Fig. 1: metal 1
Bar = 20 um. Supply wires on this layer in gray.
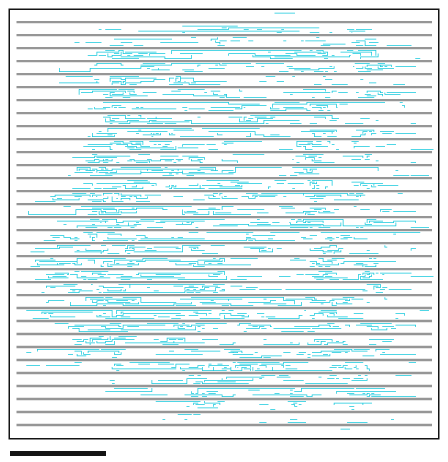
Fig. 2: met2 routing
Cells faint in the background.
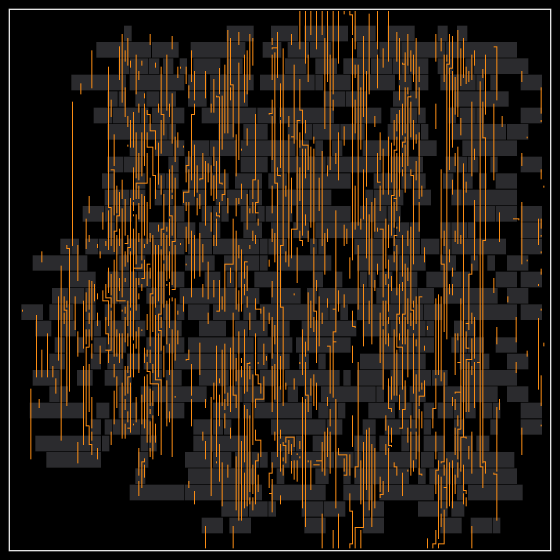
Fig. 3: met3 routing
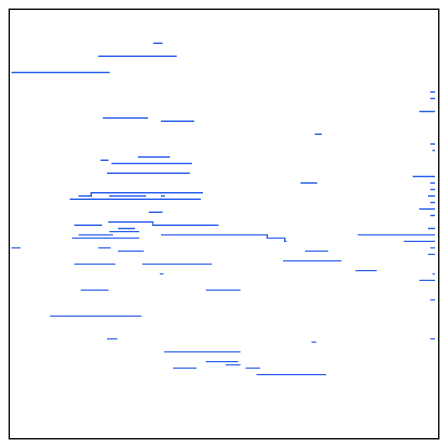
===== config.mk =====
export PLATFORM = sky130hd
export DESIGN_NAME = current_offset_corrector
export DESIGN_NICKNAME = d
export VERILOG_FILES = /design/src/rtl/current_offset_corrector.sv
export SDC_FILE = /design/constraint.sdc
export NUM_CORES = 1
export LEC_CHECK = 0
export CAP_MARGIN = 20
export CORE_UTILIZATION = 50
export CTS_CLUSTER_SIZE = 12
export DETAILED_ROUTE_END_ITERATION = 10
export PLACE_DENSITY = 0.74
export SYNTH_ARGS = -nofsm -noshare
export SYNTH_HDL_FRONTEND = slang
export SYNTH_SLANG_ARGS = --single-unit

===== constraint.sdc =====
create_clock -name clk -period 4 [get_ports clk]
set_input_delay 0.8 -clock clk [delete_from_list [all_inputs] [get_ports clk]]
set_output_delay 0.8 -clock clk [all_outputs]
set_load 0.005 [all_outputs]

===== src/rtl/current_offset_corrector.sv =====
// current_offset_corrector
//   Front end of the motor-current path. Calibrates a per-channel zero-current
//   offset by averaging 2**AVG_SHIFT raw ADC beats (round half up). It then
//   streams signed, offset-removed, gain-shifted and saturated samples over
//   Avalon-ST through a single registered output stage.
//   Channel i occupies bits [i*W +: W] of every packed bus.
//
// Ports
//   clk          clock
//   reset        asynchronous, active-high reset
//   calib_start  request recalibration (level, honoured only in RUN)
//   calib_busy   1 while calibrating
//   offset_out   current per-channel offsets (unsigned, ADC_WIDTH each)
//   in_data      raw unsigned ADC codes (ADC_WIDTH each)
//   in_valid     sink valid
//   in_ready     sink ready
//   out_data     corrected signed samples (DATA_WIDTH each)
//   out_valid    source valid
//   out_ready    source ready
module current_offset_corrector #(
   parameter int ADC_WIDTH  = 12,
   parameter int DATA_WIDTH = 16,
   parameter int DATA_COUNT = 1,
   parameter int AVG_SHIFT  = 6,
   parameter int GAIN_SHIFT = 4
) (
   input  logic                             clk,
   input  logic                             reset,
   input  logic                             calib_start,
   output logic                             calib_busy,
   output logic [DATA_COUNT*ADC_WIDTH-1:0]  offset_out,
   input  logic [DATA_COUNT*ADC_WIDTH-1:0]  in_data,
   input  logic                             in_valid,
   output logic                             in_ready,
   output logic [DATA_COUNT*DATA_WIDTH-1:0] out_data,
   output logic                             out_valid,
   input  logic                             out_ready
);

   localparam int ACC_W = ADC_WIDTH + AVG_SHIFT;
   localparam int SW    = ADC_WIDTH + 1 + GAIN_SHIFT;
   // Working width for saturation: wide enough for both the shifted
   // difference and the output range, plus one guard bit.
   localparam int WW    = ((SW > DATA_WIDTH) ? SW : DATA_WIDTH) + 1;

   localparam logic [ACC_W-1:0]      HALF    = ACC_W'(1) << (AVG_SHIFT - 1);
   localparam logic [ADC_WIDTH-1:0]  MID     = ADC_WIDTH'(1) << (ADC_WIDTH - 1);
   localparam logic signed [WW-1:0]  MAX_EXT = {{(WW-DATA_WIDTH){1'b0}}, 1'b0, {(DATA_WIDTH-1){1'b1}}};
   localparam logic signed [WW-1:0]  MIN_EXT = {{(WW-DATA_WIDTH+1){1'b1}}, {(DATA_WIDTH-1){1'b0}}};

   typedef enum logic {
      ST_CALIB,
      ST_RUN
   } state_t;

   state_t                           state_q, state_d;
   logic [ACC_W-1:0]                 acc_q [DATA_COUNT];
   logic [ACC_W-1:0]                 acc_d [DATA_COUNT];
   logic [AVG_SHIFT-1:0]             cnt_q, cnt_d;
   logic [DATA_COUNT*ADC_WIDTH-1:0]  offset_q, offset_d;
   logic [DATA_COUNT*DATA_WIDTH-1:0] out_data_q, out_data_d;
   logic                             out_valid_q, out_valid_d;

   logic signed [ADC_WIDTH:0]        d_c   [DATA_COUNT];
   logic signed [WW-1:0]             s_c   [DATA_COUNT];
   logic [ACC_W-1:0]                 sum_c [DATA_COUNT];
   logic [DATA_COUNT*DATA_WIDTH-1:0] y_c;
   logic [DATA_COUNT*ADC_WIDTH-1:0]  avg_c;
   logic                             beat;

   assign calib_busy = (state_q == ST_CALIB);
   assign offset_out = offset_q;
   assign out_data   = out_data_q;
   assign out_valid  = out_valid_q;
   assign in_ready   = (state_q == ST_CALIB) | ~out_valid_q | out_ready;
   assign beat       = in_valid & in_ready;

   // Datapath: corrected samples and the rounded averages for the closing beat.
   always_comb begin
      y_c   = '0;
      avg_c = '0;
      for (int unsigned i = 0; i < DATA_COUNT; i++) begin
         d_c[i] = $signed({1'b0, in_data[i*ADC_WIDTH +: ADC_WIDTH]})
                - $signed({1'b0, offset_q[i*ADC_WIDTH +: ADC_WIDTH]});
         s_c[i] = $signed({{(WW-ADC_WIDTH-1){d_c[i][ADC_WIDTH]}}, d_c[i]}) <<< GAIN_SHIFT;
         if (s_c[i] > MAX_EXT) begin
            y_c[i*DATA_WIDTH +: DATA_WIDTH] = MAX_EXT[DATA_WIDTH-1:0];
         end else if (s_c[i] < MIN_EXT) begin
            y_c[i*DATA_WIDTH +: DATA_WIDTH] = MIN_EXT[DATA_WIDTH-1:0];
         end else begin
            y_c[i*DATA_WIDTH +: DATA_WIDTH] = s_c[i][DATA_WIDTH-1:0];
         end
         // Cannot overflow: max is (2**S)*(2**A-1) + 2**(S-1) < 2**(A+S).
         sum_c[i] = acc_q[i] + ACC_W'(in_data[i*ADC_WIDTH +: ADC_WIDTH]) + HALF;
         avg_c[i*ADC_WIDTH +: ADC_WIDTH] = ADC_WIDTH'(sum_c[i] >> AVG_SHIFT);
      end
   end

   // Control: next state, accumulators, offsets and output stage.
   always_comb begin
      state_d     = state_q;
      cnt_d       = cnt_q;
      offset_d    = offset_q;
      out_data_d  = out_data_q;
      out_valid_d = out_valid_q;
      for (int unsigned i = 0; i < DATA_COUNT; i++) begin
         acc_d[i] = acc_q[i];
      end

      if (out_valid_q && out_ready) begin
         out_valid_d = 1'b0;
      end

      unique case (state_q)
         ST_CALIB: begin
            if (beat) begin
               cnt_d = cnt_q + 1'b1;
               for (int unsigned i = 0; i < DATA_COUNT; i++) begin
                  acc_d[i] = acc_q[i] + ACC_W'(in_data[i*ADC_WIDTH +: ADC_WIDTH]);
               end
               // Last beat of the window: the counter wraps to zero by itself.
               if (cnt_q == '1) begin
                  offset_d = avg_c;
                  state_d  = ST_RUN;
                  for (int unsigned i = 0; i < DATA_COUNT; i++) begin
                     acc_d[i] = '0;
                  end
               end
            end
         end
         ST_RUN: begin
            if (beat) begin
               out_valid_d = 1'b1;
               out_data_d  = y_c;
            end
            if (calib_start) begin
               state_d = ST_CALIB;
               cnt_d   = '0;
               for (int unsigned i = 0; i < DATA_COUNT; i++) begin
                  acc_d[i] = '0;
               end
            end
         end
         default: state_d = ST_CALIB;
      endcase
   end

   always_ff @(posedge clk or posedge reset) begin
      if (reset) begin
         state_q     <= ST_CALIB;
         cnt_q       <= '0;
         offset_q    <= {DATA_COUNT{MID}};
         out_data_q  <= '0;
         out_valid_q <= 1'b0;
         for (int unsigned i = 0; i < DATA_COUNT; i++) begin
            acc_q[i] <= '0;
         end
      end else begin
         state_q     <= state_d;
         cnt_q       <= cnt_d;
         offset_q    <= offset_d;
         out_data_q  <= out_data_d;
         out_valid_q <= out_valid_d;
         for (int unsigned i = 0; i < DATA_COUNT; i++) begin
            acc_q[i] <= acc_d[i];
         end
      end
   end

endmodule

==> run notes <==
The flow ran to the end, and the final reports show no timing, DRC or antenna violations. After routing, the total negative slack on setup checks comes to 0 ps. The type recorded for the worst min-delay path is register to register. The tools report the HPWL after detailed placement as 7.028 mm. Clock tree synthesis selected as its root buffer the cell sky130_fd_sc_hd__clkbuf_8. The xor and xnor fraction of the mapped netlist area was 7.082%. The critical path endpoint has a required time of 4200 ps. Wire segments on met3 add up to 428 um in the final route. The run gives 33.32% as the sequential fraction of the synthesis area. The run gives 0 as the max-capacitance violation count. Among all flip-flop cells after synthesis, the most frequent one is sky130_fd_sc_hd__dfrtp_1. The total CTS buffers was 5; the post-synthesis register bit count was 51. Measured along the x axis, the die boundary spans 89.57 um.

The average instance in the mapped netlist occupies 8.576 um2. The remaining antenna violation count is 0, and the number of antenna diodes is 0. The area fraction of clock buffers and clock inverters was 3.075%. Of all the cell area in the finished design, non-clock buffers hold 11.97%. 48 I/O pins were placed.

The kind of end point of the critical path is a register. The maximum achievable frequency was 0.2817 GHz. The kind of start point of the critical path is a primary input. For the number of standard cells in the final layout excluding fillers, the log shows 595. The synthesis run shows multiplexers occupying 0.8486% of the cell area. After Yosys synthesis, full adders, half adders and majority gates account for 9.791% of the synthesized area. Power comes to 2.583 mW. The H-tree depth was 2.

The post-route report lists met1 wire length as 3.945 mm. Per the OpenROAD floorplan log, the area of the core is 0.007331 mm2. At the end of the flow the core is filled with cells to 62.16%.

For the number of global-route vias before repair, the log shows 2977. The run gives 26 for the number of warnings in the stage logs. Yosys printed 0 warnings. The setup slack at placement is 119.3 ps.

The register area came out at 0.001277 mm2. The tools report the number of rows in the core area as 31. The area fraction in compound gates after synthesis works out to 22.91%. The clock-pin slew on the worst setup and hold paths was 100 ps.
Notes on Fig. 1 above:
main direction: horizontal
share of all routed wire: 44%
nets with wire on the layer: 496
routed wire length: 8.915 mm
GRT met1 Usage: 30.66%
via count: 3454

Notes on Fig. 2 above:
wire length on this layer: 4420 um
longest straight run: 63.9 um
grt met2 use: 39.39%

Notes on Fig. 3 above:
share of all routed wire: 4.8%
nets with wire on the layer: 54
main direction: horizontal
longest straight run: 27.1 um
met3 usage in global routing: 3.139%

[worst min path at each step]
stage               slack (ps)  cells past startpoint            to         start
floorplan                  450                      2      acc_q[2]      acc_q[2]
global placement           460                      2   out_data[5]   out_data[5]
detailed placement         470                      2   out_data[5]   out_data[5]
CTS                        490                      2   out_data[5]   out_data[5]
global route               510                      2  out_data[13]  out_data[13]
finish                     480                      2  out_data[13]  out_data[13]
[sequential cells by signal (all words and copies together), names as in the netlist]
register    flops
out_valid       1
cnt_q           6
out_data       13
acc_q          18
state_q         1
offset_out     12
[cells by family after synthesis]
group / Yosys count
buffers and inverters: 43
muxes: 3
DFF: 51
xor gates and xnor gates: 31
adders and majority gates: 29
and+or+nand+nor: 163
AOI/OAI and AO/OA: 127
[synthesized netlist by cell type, types with 11 or more instances]
cell	count	area (um2)
sky130_fd_sc_hd__nor2_1	32	120.1
sky130_fd_sc_hd__o21ai_0	34	170.2
sky130_fd_sc_hd__nand3_1	11	55.05
sky130_fd_sc_hd__xnor2_1	17	148.9
sky130_fd_sc_hd__a22o_1	11	96.34
sky130_fd_sc_hd__a21oi_1	21	105.1
sky130_fd_sc_hd__inv_1	27	101.4
sky130_fd_sc_hd__clkbuf_1	11	41.29
sky130_fd_sc_hd__nor3_1	11	55.05
sky130_fd_sc_hd__dfrtp_1	50	1251
sky130_fd_sc_hd__nand2_1	62	232.7
sky130_fd_sc_hd__xor2_1	14	122.6
sky130_fd_sc_hd__ha_1	26	325.3
[worst max-delay path, stage by stage]
cell and delay, ps:
sky130_fd_sc_hd__clkdlybuf4s50_1 430, sky130_fd_sc_hd__ha_1 260, sky130_fd_sc_hd__fa_1 420, sky130_fd_sc_hd__a21oi_2 220
sky130_fd_sc_hd__nor3_1 120, sky130_fd_sc_hd__or3_1 420, sky130_fd_sc_hd__o311ai_4 330, sky130_fd_sc_hd__nand4_1 220
sky130_fd_sc_hd__nor3_1 280, sky130_fd_sc_hd__xor2_1 170, sky130_fd_sc_hd__o21ai_1 70
[cell usage in the layout, fill, tap and decap left out, types with 6 or more instances in the layout]
cell,n
sky130_fd_sc_hd__nand2_1,62
sky130_fd_sc_hd__dfrtp_1,50
sky130_fd_sc_hd__clkdlybuf4s50_1,47
sky130_fd_sc_hd__o21ai_0,34
sky130_fd_sc_hd__nor2_1,32
sky130_fd_sc_hd__inv_1,26
sky130_fd_sc_hd__ha_1,26
sky130_fd_sc_hd__a21oi_1,21
sky130_fd_sc_hd__xnor2_1,17
sky130_fd_sc_hd__xor2_1,14
sky130_fd_sc_hd__nor3_1,11
sky130_fd_sc_hd__a22o_1,11
sky130_fd_sc_hd__nand3_1,11
sky130_fd_sc_hd__buf_4,10
sky130_fd_sc_hd__nand4_1,8
sky130_fd_sc_hd__o21a_1,7
sky130_fd_sc_hd__and2_1,6
sky130_fd_sc_hd__nor2b_1,6
sky130_fd_sc_hd__o21ai_1,6
sky130_fd_sc_hd__o31ai_1,6
[report_power, final]
group	switching [mW]	internal [mW]
logic	0.793	0.612
registers	0.0994	0.631
clock network	0.194	0.254
total	1.09	1.50
Power is estimated from default activity; no workload was simulated.
